===== config.mk =====
export PLATFORM = sky130hd
export DESIGN_NAME = rnic_lite_req_arbiter
export DESIGN_NICKNAME = d
export VERILOG_FILES = /design/src/rtl/rnic_lite_req_arbiter.sv
export SDC_FILE = /design/constraint.sdc
export NUM_CORES = 1
export LEC_CHECK = 0
export CAP_MARGIN = 30
export CORE_AREA = 2 2 149 151
export CTS_CLUSTER_SIZE = 20
export DETAILED_ROUTE_END_ITERATION = 8
export DIE_AREA = 0 0 151 153
export GPL_TIMING_DRIVEN = 1
export PLACE_DENSITY_LB_ADDON = 0.1
export SYNTH_ARGS = -nofsm -noshare
export SYNTH_HDL_FRONTEND = slang
export SYNTH_SLANG_ARGS = --single-unit

===== constraint.sdc =====
create_clock -name s_axi_lite_aclk -period 6.6 [get_ports s_axi_lite_aclk]
set_input_delay 1.98 -clock s_axi_lite_aclk [delete_from_list [all_inputs] [get_ports s_axi_lite_aclk]]
set_output_delay 1.98 -clock s_axi_lite_aclk [all_outputs]
set_load 0.01 [all_outputs]

===== src/rtl/rnic_lite_req_arbiter.sv =====
// rtl/rnic_lite_req_arbiter.sv - round-robin arbiter sharing one AXI-Lite master port among NUM_REQ requesters
// Optional watchdog abort: define RNIC_LITE_ARB_TIMEOUT_EN.

module rnic_lite_req_arbiter #(
   parameter int C_S_AXI_LITE_ADDR_WIDTH = 32,
   parameter int C_S_AXI_LITE_DATA_WIDTH = 32,
   parameter int NUM_REQ                 = 3,
   parameter int TIMEOUT_CYCLES          = 1024
) (
   input  logic                                   s_axi_lite_aclk,
   input  logic                                   s_axi_lite_arstn,
   input  logic [NUM_REQ-1:0]                     req_valid,
   input  logic [NUM_REQ-1:0]                     req_wr,
   input  logic [NUM_REQ*C_S_AXI_LITE_ADDR_WIDTH-1:0] req_addr,
   input  logic [NUM_REQ*C_S_AXI_LITE_DATA_WIDTH-1:0] req_data,
   output logic [NUM_REQ-1:0]                     req_ack,
   output logic [NUM_REQ-1:0]                     req_done,
   output logic [C_S_AXI_LITE_DATA_WIDTH-1:0]     rsp_data,
   output logic [1:0]                             rsp_resp,
   output logic                                   busy,
   output logic [C_S_AXI_LITE_ADDR_WIDTH-1:0]     s_axi_lite_awaddr,
   output logic                                   s_axi_lite_awvalid,
   input  logic                                   s_axi_lite_awready,
   output logic [C_S_AXI_LITE_DATA_WIDTH-1:0]     s_axi_lite_wdata,
   output logic [C_S_AXI_LITE_DATA_WIDTH/8-1:0]   s_axi_lite_wstrb,
   output logic                                   s_axi_lite_wvalid,
   input  logic                                   s_axi_lite_wready,
   input  logic [1:0]                             s_axi_lite_bresp,
   input  logic                                   s_axi_lite_bvalid,
   output logic                                   s_axi_lite_bready,
   output logic [C_S_AXI_LITE_ADDR_WIDTH-1:0]     s_axi_lite_araddr,
   output logic                                   s_axi_lite_arvalid,
   input  logic                                   s_axi_lite_arready,
   input  logic [C_S_AXI_LITE_DATA_WIDTH-1:0]     s_axi_lite_rdata,
   input  logic [1:0]                             s_axi_lite_rresp,
   input  logic                                   s_axi_lite_rvalid,
   output logic                                   s_axi_lite_rready,
   output logic                                   err_timeout
);

   localparam int AW    = C_S_AXI_LITE_ADDR_WIDTH;
   localparam int DW    = C_S_AXI_LITE_DATA_WIDTH;
   localparam int IDX_W = $clog2(NUM_REQ);

   if (NUM_REQ < 2 || NUM_REQ > 8 || TIMEOUT_CYCLES < 2 || TIMEOUT_CYCLES > 65535) begin : g_bad_param
      $error("rnic_lite_req_arbiter: unsupported parameter value");
   end

   typedef enum logic [2:0] {IDLE, WR_AW_W, WR_B, RD_AR, RD_R, DONE} state_t;

   state_t           state;
   logic [IDX_W-1:0] rr_ptr;
   logic [IDX_W-1:0] gnt_idx;
   logic [IDX_W-1:0] pick_idx;
   logic             pick_found;
   logic             aw_done;
   logic             w_done;
   logic             aw_done_n;
   logic             w_done_n;

   assign s_axi_lite_wstrb = '1;
   assign aw_done_n = aw_done | (s_axi_lite_awvalid & s_axi_lite_awready);
   assign w_done_n  = w_done  | (s_axi_lite_wvalid  & s_axi_lite_wready);

   // First pending requester at or above the round-robin pointer, wrapping.
   always_comb begin
      pick_found = 1'b0;
      pick_idx   = '0;
      for (int k = 0; k < NUM_REQ; k++) begin
         if (!pick_found && req_valid[IDX_W'((int'(rr_ptr) + k) % NUM_REQ)]) begin
            pick_found = 1'b1;
            pick_idx   = IDX_W'((int'(rr_ptr) + k) % NUM_REQ);
         end
      end
   end

`ifdef RNIC_LITE_ARB_TIMEOUT_EN
   logic [15:0] tmo_cnt;
   state_t      prev_state;
   logic        tmo_hit;

   // tmo_cnt is stale in the first cycle of a state, hence the prev_state qualifier.
   assign tmo_hit = (state != IDLE) && (state != DONE) && (state == prev_state) &&
                    (tmo_cnt == 16'(TIMEOUT_CYCLES - 1));
`else
   assign err_timeout = 1'b0;
`endif

   always_ff @(posedge s_axi_lite_aclk or negedge s_axi_lite_arstn) begin
      if (!s_axi_lite_arstn) begin
         state              <= IDLE;
         rr_ptr             <= '0;
         gnt_idx            <= '0;
         aw_done            <= 1'b0;
         w_done             <= 1'b0;
         req_ack            <= '0;
         req_done           <= '0;
         rsp_data           <= '0;
         rsp_resp           <= 2'b00;
         busy               <= 1'b0;
         s_axi_lite_awaddr  <= '0;
         s_axi_lite_awvalid <= 1'b0;
         s_axi_lite_wdata   <= '0;
         s_axi_lite_wvalid  <= 1'b0;
         s_axi_lite_bready  <= 1'b0;
         s_axi_lite_araddr  <= '0;
         s_axi_lite_arvalid <= 1'b0;
         s_axi_lite_rready  <= 1'b0;
`ifdef RNIC_LITE_ARB_TIMEOUT_EN
         tmo_cnt            <= '0;
         prev_state         <= IDLE;
         err_timeout        <= 1'b0;
`endif
      end else begin
         req_ack  <= '0;
         req_done <= '0;
         case (state)
            IDLE: begin
               if (pick_found) begin
                  req_ack[pick_idx] <= 1'b1;
                  busy              <= 1'b1;
                  gnt_idx           <= pick_idx;
                  rr_ptr            <= (pick_idx == IDX_W'(NUM_REQ - 1)) ? '0 : pick_idx + 1'b1;
                  s_axi_lite_awaddr <= req_addr[pick_idx*AW +: AW];
                  s_axi_lite_araddr <= req_addr[pick_idx*AW +: AW];
                  s_axi_lite_wdata  <= req_data[pick_idx*DW +: DW];
                  aw_done           <= 1'b0;
                  w_done            <= 1'b0;
                  state             <= req_wr[pick_idx] ? WR_AW_W : RD_AR;
               end
            end
            WR_AW_W: begin
               // Valids come up in the first cycle here, then drop on their own handshakes.
               s_axi_lite_awvalid <= !aw_done_n;
               s_axi_lite_wvalid  <= !w_done_n;
               aw_done            <= aw_done_n;
               w_done             <= w_done_n;
               if (aw_done_n && w_done_n) begin
                  s_axi_lite_bready <= 1'b1;
                  state             <= WR_B;
               end
            end
            WR_B: begin
               if (s_axi_lite_bvalid) begin
                  rsp_resp          <= s_axi_lite_bresp;
                  rsp_data          <= '0;
                  s_axi_lite_bready <= 1'b0;
                  req_done[gnt_idx] <= 1'b1;
                  busy              <= 1'b0;
                  state             <= DONE;
               end
            end
            RD_AR: begin
               if (s_axi_lite_arvalid && s_axi_lite_arready) begin
                  s_axi_lite_arvalid <= 1'b0;
                  s_axi_lite_rready  <= 1'b1;
                  state              <= RD_R;
               end else begin
                  s_axi_lite_arvalid <= 1'b1;
               end
            end
            RD_R: begin
               if (s_axi_lite_rvalid) begin
                  rsp_data          <= s_axi_lite_rdata;
                  rsp_resp          <= s_axi_lite_rresp;
                  s_axi_lite_rready <= 1'b0;
                  req_done[gnt_idx] <= 1'b1;
                  busy              <= 1'b0;
                  state             <= DONE;
               end
            end
            DONE:    state <= IDLE;
            default: state <= IDLE;
         endcase
`ifdef RNIC_LITE_ARB_TIMEOUT_EN
         prev_state <= state;
         tmo_cnt    <= (state != prev_state) ? 16'd1 : tmo_cnt + 16'd1;
         if (tmo_hit) begin
            s_axi_lite_awvalid <= 1'b0;
            s_axi_lite_wvalid  <= 1'b0;
            s_axi_lite_bready  <= 1'b0;
            s_axi_lite_arvalid <= 1'b0;
            s_axi_lite_rready  <= 1'b0;
            req_done           <= '0;
            req_done[gnt_idx]  <= 1'b1;
            rsp_resp           <= 2'b10;
            rsp_data           <= '0;
            busy               <= 1'b0;
            err_timeout        <= 1'b1;
            state              <= IDLE;
         end
`endif
      end
   end

endmodule


gates.png
Drawn at 3 px/um.
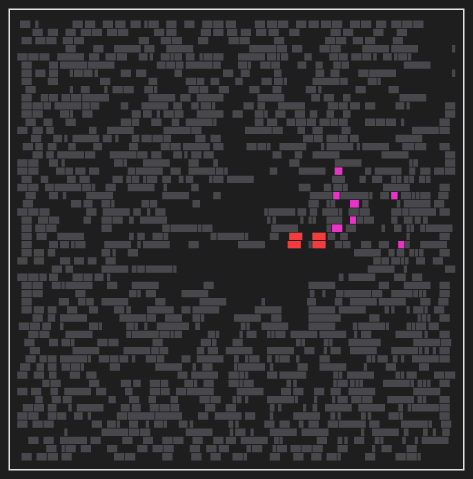
family	color	cells
and/or cells	magenta	7
fa/ha/maj cells	red	4

pinout.png
Drawn at 3 px/um. Pins as bars across the die edge, other pins in gray.
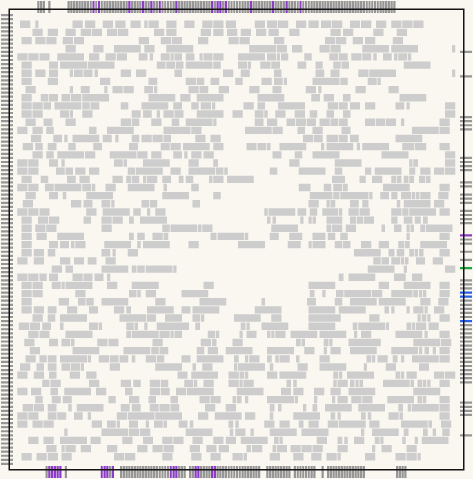
port	color	pins	direction	edge
`req_done`	blue	3	output	east
`s_axi_lite_wdata`	purple	32	output	16 south, 15 north, 1 east
`s_axi_lite_bvalid`	green	1	input	east
all pins by edge	123 north, 111 west, 98 south, 56 east

==> summary.txt <==
flow finished, numbers: Synth flops=119, TritonCTS sink count=119, Synth area leaders=dfrtp_1 (46%), o2bb2ai_1 (7.3%), a311oi_1 (7.2%), tool warnings=29, Sw Share=40.7%, top cells by count=dfrtp_1 (119), nand2_1 (90), nor2_1 (64), critical path depth in cells=8, clock network power=0.985 mW, total number of vias=6457, placed insts=1259, status=finished clean, Starting Density=30.1%, pin count of the biggest net entering global routing=65, Total Power=5.03 mW, Slew @ Worst Pin=0.870 ns, most numerous logic cell after layout=clkdlybuf4s50_1, Post-synth EDFFs=0, share of total power in the clock network=19.6%, chip area=23100 sq um, CP endpoint=s_axi_lite_araddr[13], logic share of the area=27.2%, Area leader share=46.1%, r2r worst-path depth=9, most frequently placed logic cells in the final layout=clkdlybuf4s50_1 (381), dfrtp_1 (119), nand2_1 (90), Fmax achieved=0.221 GHz, vias in the first global route=6404, cells in synth_stat.txt=679, DRT Wirelength=24900 um, root buf cell=clkbuf_16
sizing.png
Drawn at 3 px/um.
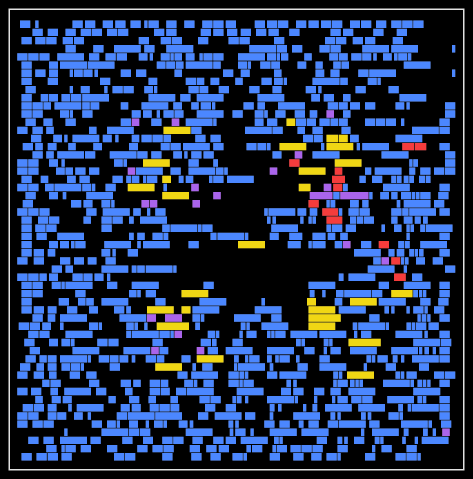
size	color	cells	share
x6 and larger	yellow	28	2.8%
x1 and smaller	blue	949	94%
x3 and x4	purple	22	2.2%
x2	red	12	1.2%

No activity file was given, so power comes from the tool's default toggle rates.
